--- src/rtl/gpr_pkg.sv ---
// Shared types and widths for the general purpose register file write side.
package gpr_pkg;
  localparam int DATA_W  = 16;
  localparam int ADDR_W  = 3;
  localparam int NREG    = 2 ** ADDR_W;
  localparam int ENTRY_W = ADDR_W + DATA_W;

  typedef struct packed {
    logic [ADDR_W-1:0] dest;
    logic [DATA_W-1:0] data;
  } wb_entry_t;
endpackage

--- src/rtl/gpr_wb_fifo.sv ---
// Circular FIFO of pending load results. The caller never pushes when full
// or pops when empty.
module gpr_wb_fifo
  import gpr_pkg::*;
#(
  parameter int DEPTH = 4
) (
  input  logic                       clk,
  input  logic                       rst,
  input  logic                       push_i,
  input  logic [ENTRY_W-1:0]         push_data_i,
  input  logic                       pop_i,
  output logic [ENTRY_W-1:0]         pop_data_o,
  output logic                       full_o,
  output logic                       empty_o,
  output logic [$clog2(DEPTH):0]     count_o
);
  localparam int PTR_W = $clog2(DEPTH);
  localparam int CNT_W = PTR_W + 1;

  logic [ENTRY_W-1:0] mem_q [DEPTH];
  logic [PTR_W-1:0]   wr_ptr_q, rd_ptr_q;
  logic [CNT_W-1:0]   count_q;

  // DEPTH is a power of two, so pointer wrap is plain overflow.
  always_ff @(posedge clk or posedge rst) begin
    if (rst) begin
      wr_ptr_q <= '0;
      rd_ptr_q <= '0;
      count_q  <= '0;
    end else begin
      if (push_i) wr_ptr_q <= wr_ptr_q + 1'b1;
      if (pop_i)  rd_ptr_q <= rd_ptr_q + 1'b1;
      case ({push_i, pop_i})
        2'b10:   count_q <= count_q + 1'b1;
        2'b01:   count_q <= count_q - 1'b1;
        default: count_q <= count_q;
      endcase
    end
  end

  always_ff @(posedge clk) begin
    if (push_i) mem_q[wr_ptr_q] <= push_data_i;
  end

  assign pop_data_o = mem_q[rd_ptr_q];
  assign count_o    = count_q;
  assign full_o     = (count_q == CNT_W'(DEPTH));
  assign empty_o    = (count_q == '0);
endmodule

--- src/rtl/gpr_writeback.sv ---
// Serialises ALU and load results onto the register file write port and keeps
// the per-register busy scoreboard used by issue to stall on pending writes.
module gpr_writeback
  import gpr_pkg::*;
#(
  parameter int LSU_DEPTH = 4,
  parameter int AGE_MAX   = 3
) (
  input  logic              clk,
  input  logic              rst,
  input  logic              issue_valid,
  input  logic [ADDR_W-1:0] issue_dest,
  output logic              issue_ready,
  input  logic              alu_valid,
  output logic              alu_ready,
  input  logic [ADDR_W-1:0] alu_dest,
  input  logic [DATA_W-1:0] alu_data,
  input  logic              lsu_valid,
  output logic              lsu_ready,
  input  logic [ADDR_W-1:0] lsu_dest,
  input  logic [DATA_W-1:0] lsu_data,
  output logic              write_en,
  output logic [ADDR_W-1:0] write_dest,
  output logic [DATA_W-1:0] write_data,
  output logic [NREG-1:0]   busy,
  output logic              err_unexp
);
  localparam int CNT_W = $clog2(LSU_DEPTH) + 1;
  localparam int AGE_W = $clog2(AGE_MAX + 1);

  // Handshake: a transfer happens on a clock edge where valid && ready; every
  // ready is a function of registered state (and issue_dest), never of valid.

  logic [ENTRY_W-1:0] fifo_rdata;
  logic               fifo_full, fifo_empty, fifo_push, fifo_pop;
  logic [CNT_W-1:0]   fifo_count;
  wb_entry_t          fifo_head, hold_q, win;
  logic               hold_full_q;
  logic [AGE_W-1:0]   age_q;
  logic [NREG-1:0]    busy_q, busy_d;
  logic               err_q, wen_q;
  logic [ADDR_W-1:0]  wdest_q;
  logic [DATA_W-1:0]  wdata_q;
  logic               alu_sel, lsu_sel, sel_any;
  logic               alu_fire, alu_keep, issue_fire;

  gpr_wb_fifo #(.DEPTH(LSU_DEPTH)) u_fifo (
    .clk         (clk),
    .rst         (rst),
    .push_i      (fifo_push),
    .push_data_i ({lsu_dest, lsu_data}),
    .pop_i       (fifo_pop),
    .pop_data_o  (fifo_rdata),
    .full_o      (fifo_full),
    .empty_o     (fifo_empty),
    .count_o     (fifo_count)
  );

  assign fifo_head = fifo_rdata;

  // Loads win ties unless the held ALU result has already lost AGE_MAX times.
  always_comb begin
    alu_sel = 1'b0;
    lsu_sel = 1'b0;
    if (hold_full_q && (fifo_empty || age_q == AGE_W'(AGE_MAX))) alu_sel = 1'b1;
    else if (!fifo_empty)                                          lsu_sel = 1'b1;
  end

  assign sel_any = alu_sel | lsu_sel;
  assign win     = alu_sel ? hold_q : fifo_head;

  assign alu_ready   = !hold_full_q || alu_sel;
  assign lsu_ready   = (fifo_count < CNT_W'(LSU_DEPTH));
  assign issue_ready = (issue_dest == '0) || !busy_q[issue_dest];

  // Results for r0 complete their handshake but are discarded here.
  assign alu_fire   = alu_valid && alu_ready;
  assign alu_keep   = alu_fire && (alu_dest != '0);
  assign fifo_push  = lsu_valid && lsu_ready && (lsu_dest != '0) && !fifo_full;
  assign fifo_pop   = lsu_sel;
  assign issue_fire = issue_valid && issue_ready;

  always_comb begin
    busy_d = busy_q;
    if (sel_any) busy_d[win.dest] = 1'b0;
    if (issue_fire && issue_dest != '0) busy_d[issue_dest] = 1'b1;
    busy_d[0] = 1'b0;
  end

  always_ff @(posedge clk or posedge rst) begin
    if (rst) begin
      hold_q      <= '0;
      hold_full_q <= 1'b0;
      age_q       <= '0;
      busy_q      <= '0;
      err_q       <= 1'b0;
      wen_q       <= 1'b0;
      wdest_q     <= '0;
      wdata_q     <= '0;
    end else begin
      busy_q <= busy_d;
      wen_q  <= sel_any;
      if (sel_any) begin
        wdest_q <= win.dest;
        wdata_q <= win.data;
        if (!busy_q[win.dest]) err_q <= 1'b1;
      end
      if (alu_keep) begin
        hold_q.dest <= alu_dest;
        hold_q.data <= alu_data;
        hold_full_q <= 1'b1;
      end else if (alu_sel) begin
        hold_full_q <= 1'b0;
      end
      if (hold_full_q && lsu_sel) age_q <= age_q + 1'b1;
      else                        age_q <= '0;
    end
  end

  assign write_en   = wen_q;
  assign write_dest = wdest_q;
  assign write_data = wdata_q;
  assign busy       = busy_q;
  assign err_unexp  = err_q;
endmodule

--- config.mk ---
export PLATFORM = sky130hd
export DESIGN_NAME = gpr_writeback
export DESIGN_NICKNAME = d
export VERILOG_FILES = /design/src/rtl/gpr_pkg.sv /design/src/rtl/gpr_wb_fifo.sv /design/src/rtl/gpr_writeback.sv
export SDC_FILE = /design/constraint.sdc
export NUM_CORES = 1
export LEC_CHECK = 0
export CAP_MARGIN = 20
export CORE_MARGIN = 4
export CORE_UTILIZATION = 54
export CTS_CLUSTER_SIZE = 16
export DETAILED_ROUTE_END_ITERATION = 16
export HOLD_SLACK_MARGIN = 0.06
export PLACE_DENSITY = 0.78
export SLEW_MARGIN = 30
export SYNTH_ARGS = -nofsm -noshare
export SYNTH_HDL_FRONTEND = slang
export SYNTH_HIERARCHICAL = 1
export SYNTH_SLANG_ARGS = --single-unit
--- constraint.sdc ---
create_clock -name clk -period 2.58 [get_ports clk]
set_input_delay 0.258 -clock clk [delete_from_list [all_inputs] [get_ports clk]]
set_output_delay 0.258 -clock clk [all_outputs]
set_load 0.02 [all_outputs]
### Metal 1, run 1

Bar = 20 um. Supply wires on this layer in gray.
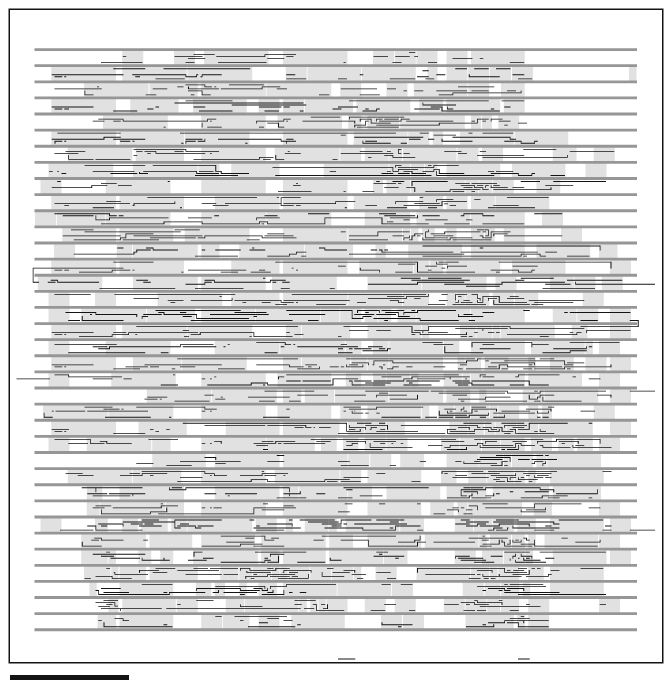
The longest straight run is 36.3 um. The wires run mostly horizontal. The layer holds 42% of the routed length. The layer carries 5,030 um of wire. 434 nets have wire on it.

### Routing congestion map, run 1

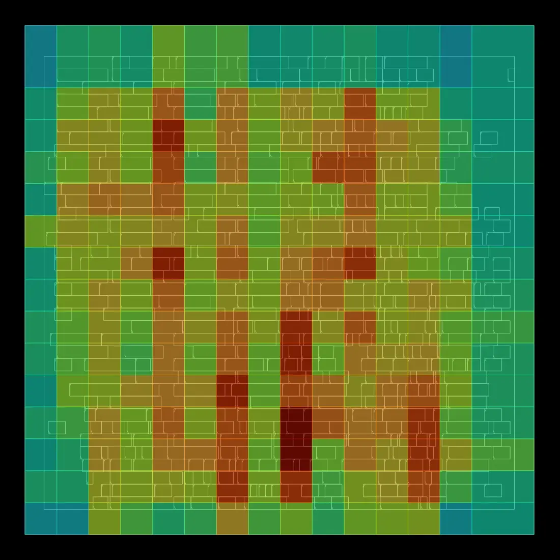
global routing usage on met2: 33.5%
met3 Use GR: 5.36%
GRT Util Overall: 21.3%
met1 usage in global routing: 28.3%

==> summary.txt, run 1 <==
Physical design

Summing all multiplexer cells gives an area fraction of approximately 16%. The CTS report gives the tree buffer count as 17. Per the layout report, the design carries 14 non-clock inverters.

The arithmetic-cell share of the synthesized area counting full adders, half adders and majority gates stands at 1.69%. The floorplan step defined a core boundary enclosing 9950 um2. The number of routed nets with antenna violations stands at 0.

Total power for the finished layout comes to around 9.5 mW. The cell leakage power stands at ~2.8 nW. Among all stages on the critical path, the maximum delay recorded is 0.50 ns. The number of logged tool warnings stands at 29. The simple-gate share of the synthesized area stands at under 10%. Excluding fillers, the count of instances in the completed layout stands at 586.

Per the final report, the share of cell area in non-clock buffers is approximately an eighth. The flow ran to the end, and the final reports show no timing, DRC or antenna violations. The layout clock buffer count stands at 17. The post-layout period usage of the worst path stands at slightly below 90%.

The chip area line in the Yosys stat output reads 5620 um2. The layout has 634 filler cells. According to the I/O placement log, the pin count is 78.

At the end of the flow the core is filled with cells to between 70% and 80%. For this block, the initial DRC count from the detailed router was approximately 180. In this run the most used layer during global routing was met2. The total sequential power stands at 3.34 mW. The number of multi-input combinational cells stands at between 150 and 200. The maximum number of buffers from clock root to sink stands at 2. Per the detail_route log, the uppermost layer with routed signals is met4.

The share of total power dissipated in the clock network is between 20% and 30%. The path with the worst hold slack has its endpoint at hold_q[10]. edfxtp_1 takes more of the synthesized area than any other cell.

The most used flip-flop cell after synthesis is edfxtp_1. The setup fix buffers added after clock tree synthesis stands at 0. The sequential share of power stands at between 30% and 40%. The post-synthesis instance total stands at 342. The area of all placed cells without fillers stands at around 7300 um2. In this run the critical register-to-register path is launched from u_fifo/rd_ptr_q[0].

The clock-pin slew reported for the worst setup and hold paths after clock tree synthesis stands at approximately 0.06 ns. The worst-case clock skew stands at ~0.0037 ns. In this run the power spent charging and discharging nets is approximately 3.2 mW. The launch point of the critical path was reported as busy[1]. Ranked by flip-flop count, first place goes to u_fifo/mem_q.

Once detailed placement completed, the half-perimeter wirelength came to around 7.6 mm. In the detailed route, the total length drawn on met3 is between 600 and 700 um. By count the netlist is led by edfxtp_1 (76), dfrtp_1 (57), mux2_2 (22), mux4_2 (20), mux2i_1 (17). The biggest slice of the area belongs to registers. The worst path required time stands at roughly 2.3 ns. The final layout reports a setup TNS of 0 ns.
### Metal layers overlaid, run 1

Only two layers are drawn.
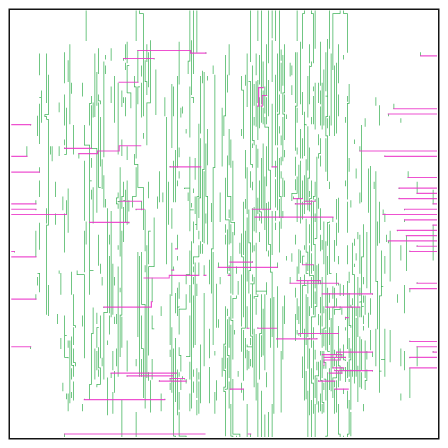
Key: metal 3 = magenta [wire length 658 um]; metal 2 = green [wire length 5,970 um]

### Wires at chosen ports, followed through buffers, run 1

Bar = 20 um.
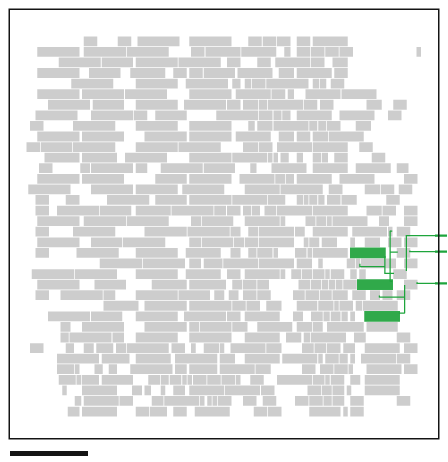

==> run 1 -> run 2 <==
--- a/config.mk
+++ b/config.mk
@@ -15,5 +15,4 @@
 export SLEW_MARGIN = 30
 export SYNTH_ARGS = -nofsm -noshare
 export SYNTH_HDL_FRONTEND = slang
-export SYNTH_HIERARCHICAL = 1
 export SYNTH_SLANG_ARGS = --single-unit
==> constraint.sdc (replaced) <==
create_clock -name clk -period 2.21 [get_ports clk]
set_input_delay 0.221 -clock clk [delete_from_list [all_inputs] [get_ports clk]]
set_output_delay 0.221 -clock clk [all_outputs]
set_load 0.02 [all_outputs]
### Wires at chosen ports, followed through buffers, run 2

Bar = 20 um.
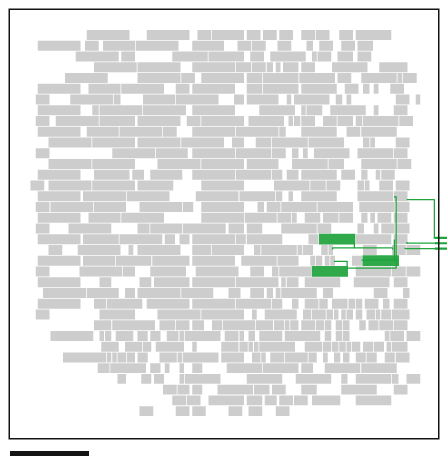
Key: `write_dest` = green [direction output, edge east, end cells 3, wire 101 um]
boundary pin count: 78
number of port buffers: 76

### Metal layers overlaid, run 2

Only two layers are drawn.
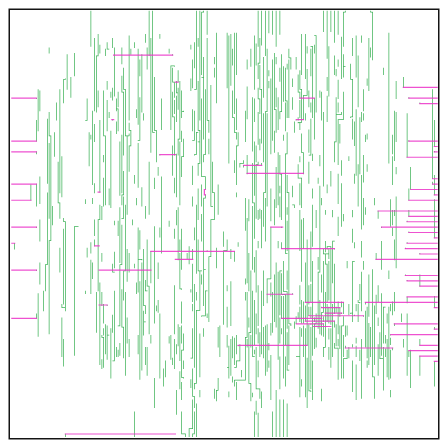
Key: metal 2 = green [wire length 5,530 um]; metal 3 = magenta [wire length 504 um]

==> summary.txt, run 2 <==
Physical design

The register with the most flip-flops is u_fifo.mem_q (was u_fifo/mem_q). The post-layout period usage of the worst path stands at between 90% and 100%. The flip-flop cell with the highest count after synthesis is edfxtp_1 (unchanged). The most utilized layer in the global route result is met2 (unchanged). The aggregate negative setup slack stands at 0 ns (unchanged). The non-filler instance count after layout is 591 (was 586). The clock-pin slew reported for the worst setup and hold paths after clock tree synthesis is 0.07 ns (was 0.06 ns).

The switching power is 3.41 mW (was 3.15 mW). The detailed-routed wire length on met3 was 503 um (was 658 um). The uppermost layer routed was met4 (unchanged). The launch point of the worst path was age_q[0] (was busy[1]). The number of routed nets with antenna violations was 0 (unchanged). The number of multi-input combinational cells stands at 184 (was 179). The inverter tally of the final layout excluding the clock network was 9 (was 14). The post-synthesis instance total is 338 (was 342).

The post-layout utilization of the core stands at 72.3% (was 72.9%). The part of the power in the clock network stands at 25.1% (was 27.8%). The number of clock buffers inserted by TritonCTS stands at 17 (unchanged). The buffering overhead came to 13.6% (was 12.6%). The number of logged tool warnings stands at 30 (was 29).

The worst reg2reg path startpoint is age_q[0] (was u_fifo/rd_ptr_q[0]). The maximum number of buffers from clock root to sink is 2 (unchanged). The area of all placed cells without fillers stands at 7070 um2 (was 7250 um2). The setup fix buffers added after clock tree synthesis was 0 (unchanged). The multiplexer area fraction after synthesis is 16.1% (was 16.4%). The simple-gate share of the synthesized area stands at 5.52% (was 5.03%). The number of filler instances in the final layout was 637 (was 634). The HPWL after detailed placement stands at 7.31 mm (was 7.55 mm). The met3 global-route usage is 3.40% (was 5.36%).

Synth cell count leaders: edfxtp_1 (76), dfrtp_1 (57), o21ai_0 (31), nand2_1 (30), mux4_2 (19) (was edfxtp_1 (76), dfrtp_1 (57), mux2_2 (22), mux4_2 (20), mux2i_1 (17)). The total sequential power stands at 3.82 mW (was 3.34 mW). The global-route met2 utilization stands at 32.3% (was 33.5%). The sequential share of power was 38.2% (was 35.2%).

Result of the run: completed (unchanged).
### Metal 1, run 2

Bar = 20 um. Supply wires on this layer in gray.
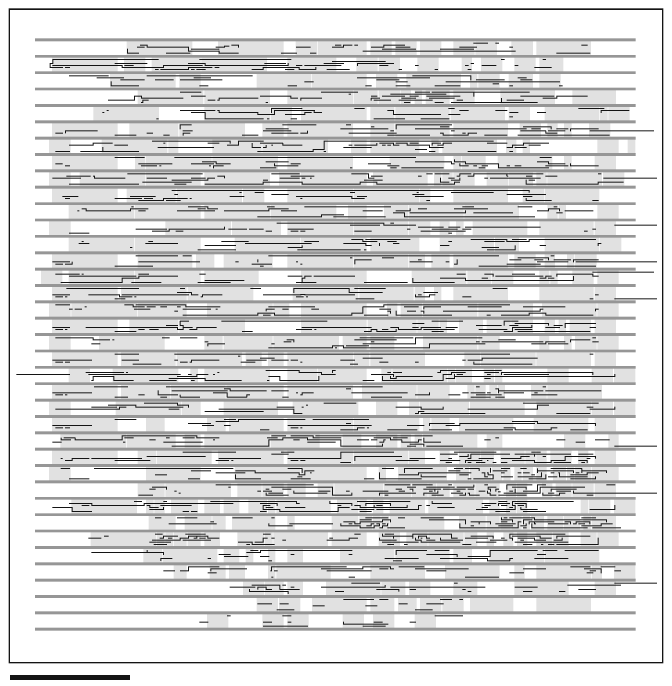

==> run 2 -> run 3 <==
--- a/config.mk
+++ b/config.mk
@@ -11,7 +11,7 @@
 export CTS_CLUSTER_SIZE = 16
 export DETAILED_ROUTE_END_ITERATION = 16
 export HOLD_SLACK_MARGIN = 0.06
-export PLACE_DENSITY = 0.78
+export PLACE_DENSITY = 0.75
 export SLEW_MARGIN = 30
 export SYNTH_ARGS = -nofsm -noshare
 export SYNTH_HDL_FRONTEND = slang
### Metal 1, run 3

Bar = 20 um. Supply wires on this layer in gray.
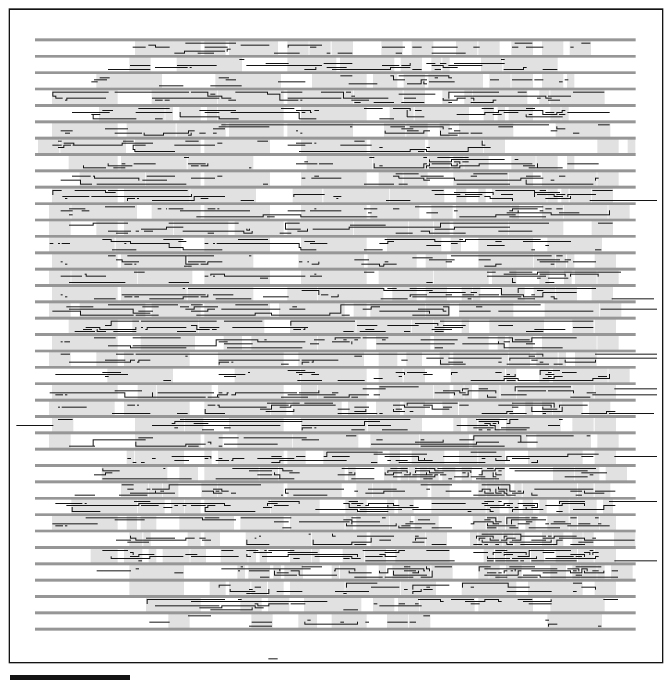
The longest straight run is 67.6 um. 440 nets have wire on it.
met1 usage in global routing: 27.1%
vias after detailed routing: 3,209
Total Wirelength: 10.9 mm

### Metal layers overlaid, run 3

Only two layers are drawn.
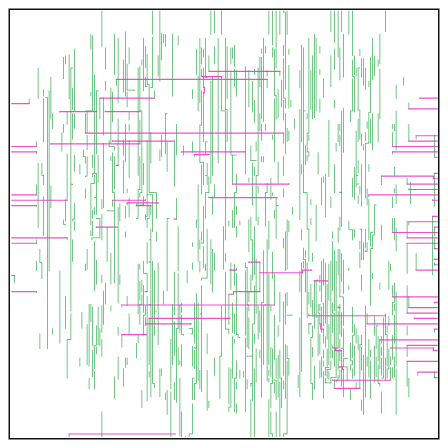
Key: metal 2 = green [wire length 5,310 um]; metal 3 = magenta [wire length 749 um]

==> summary.txt, run 3 <==
Physical design

The maximum number of buffers from clock root to sink stands at 2 (unchanged). The detailed-routed wire length on met3 stands at 749 um (was 503 um). The boundary pin count is 78 (unchanged). The switching power stands at 3.35 mW (was 3.41 mW). The aggregate negative setup slack came to 0 ns (unchanged). The final total power stands at 10.0 mW (about the same). The total of buffers placed on input and output ports was 76 (unchanged). The cell leakage power was 2.71 nW (was 2.73 nW). Result of the run: completed (unchanged).

The launch point of the worst path is u_fifo.rd_ptr_q[0] (was age_q[0]). The number of multi-input combinational cells is 184 (unchanged). The core region area is 9770 um2 (unchanged).

The biggest area consumer among cell classes was registers (unchanged). The worst-case clock skew was 0.0121 ns (was 0.0109 ns). The post-layout utilization of the core was 72.3% (about the same). The global-route met2 utilization came to 31.1% (was 32.3%). The cell type with the largest total area after synthesis is edfxtp_1 (unchanged).

The inverter tally of the final layout excluding the clock network stands at 9 (unchanged). The post-synthesis instance total is 338 (unchanged). The uppermost layer routed is met4 (unchanged).
Power is estimated from default activity; no workload was simulated.
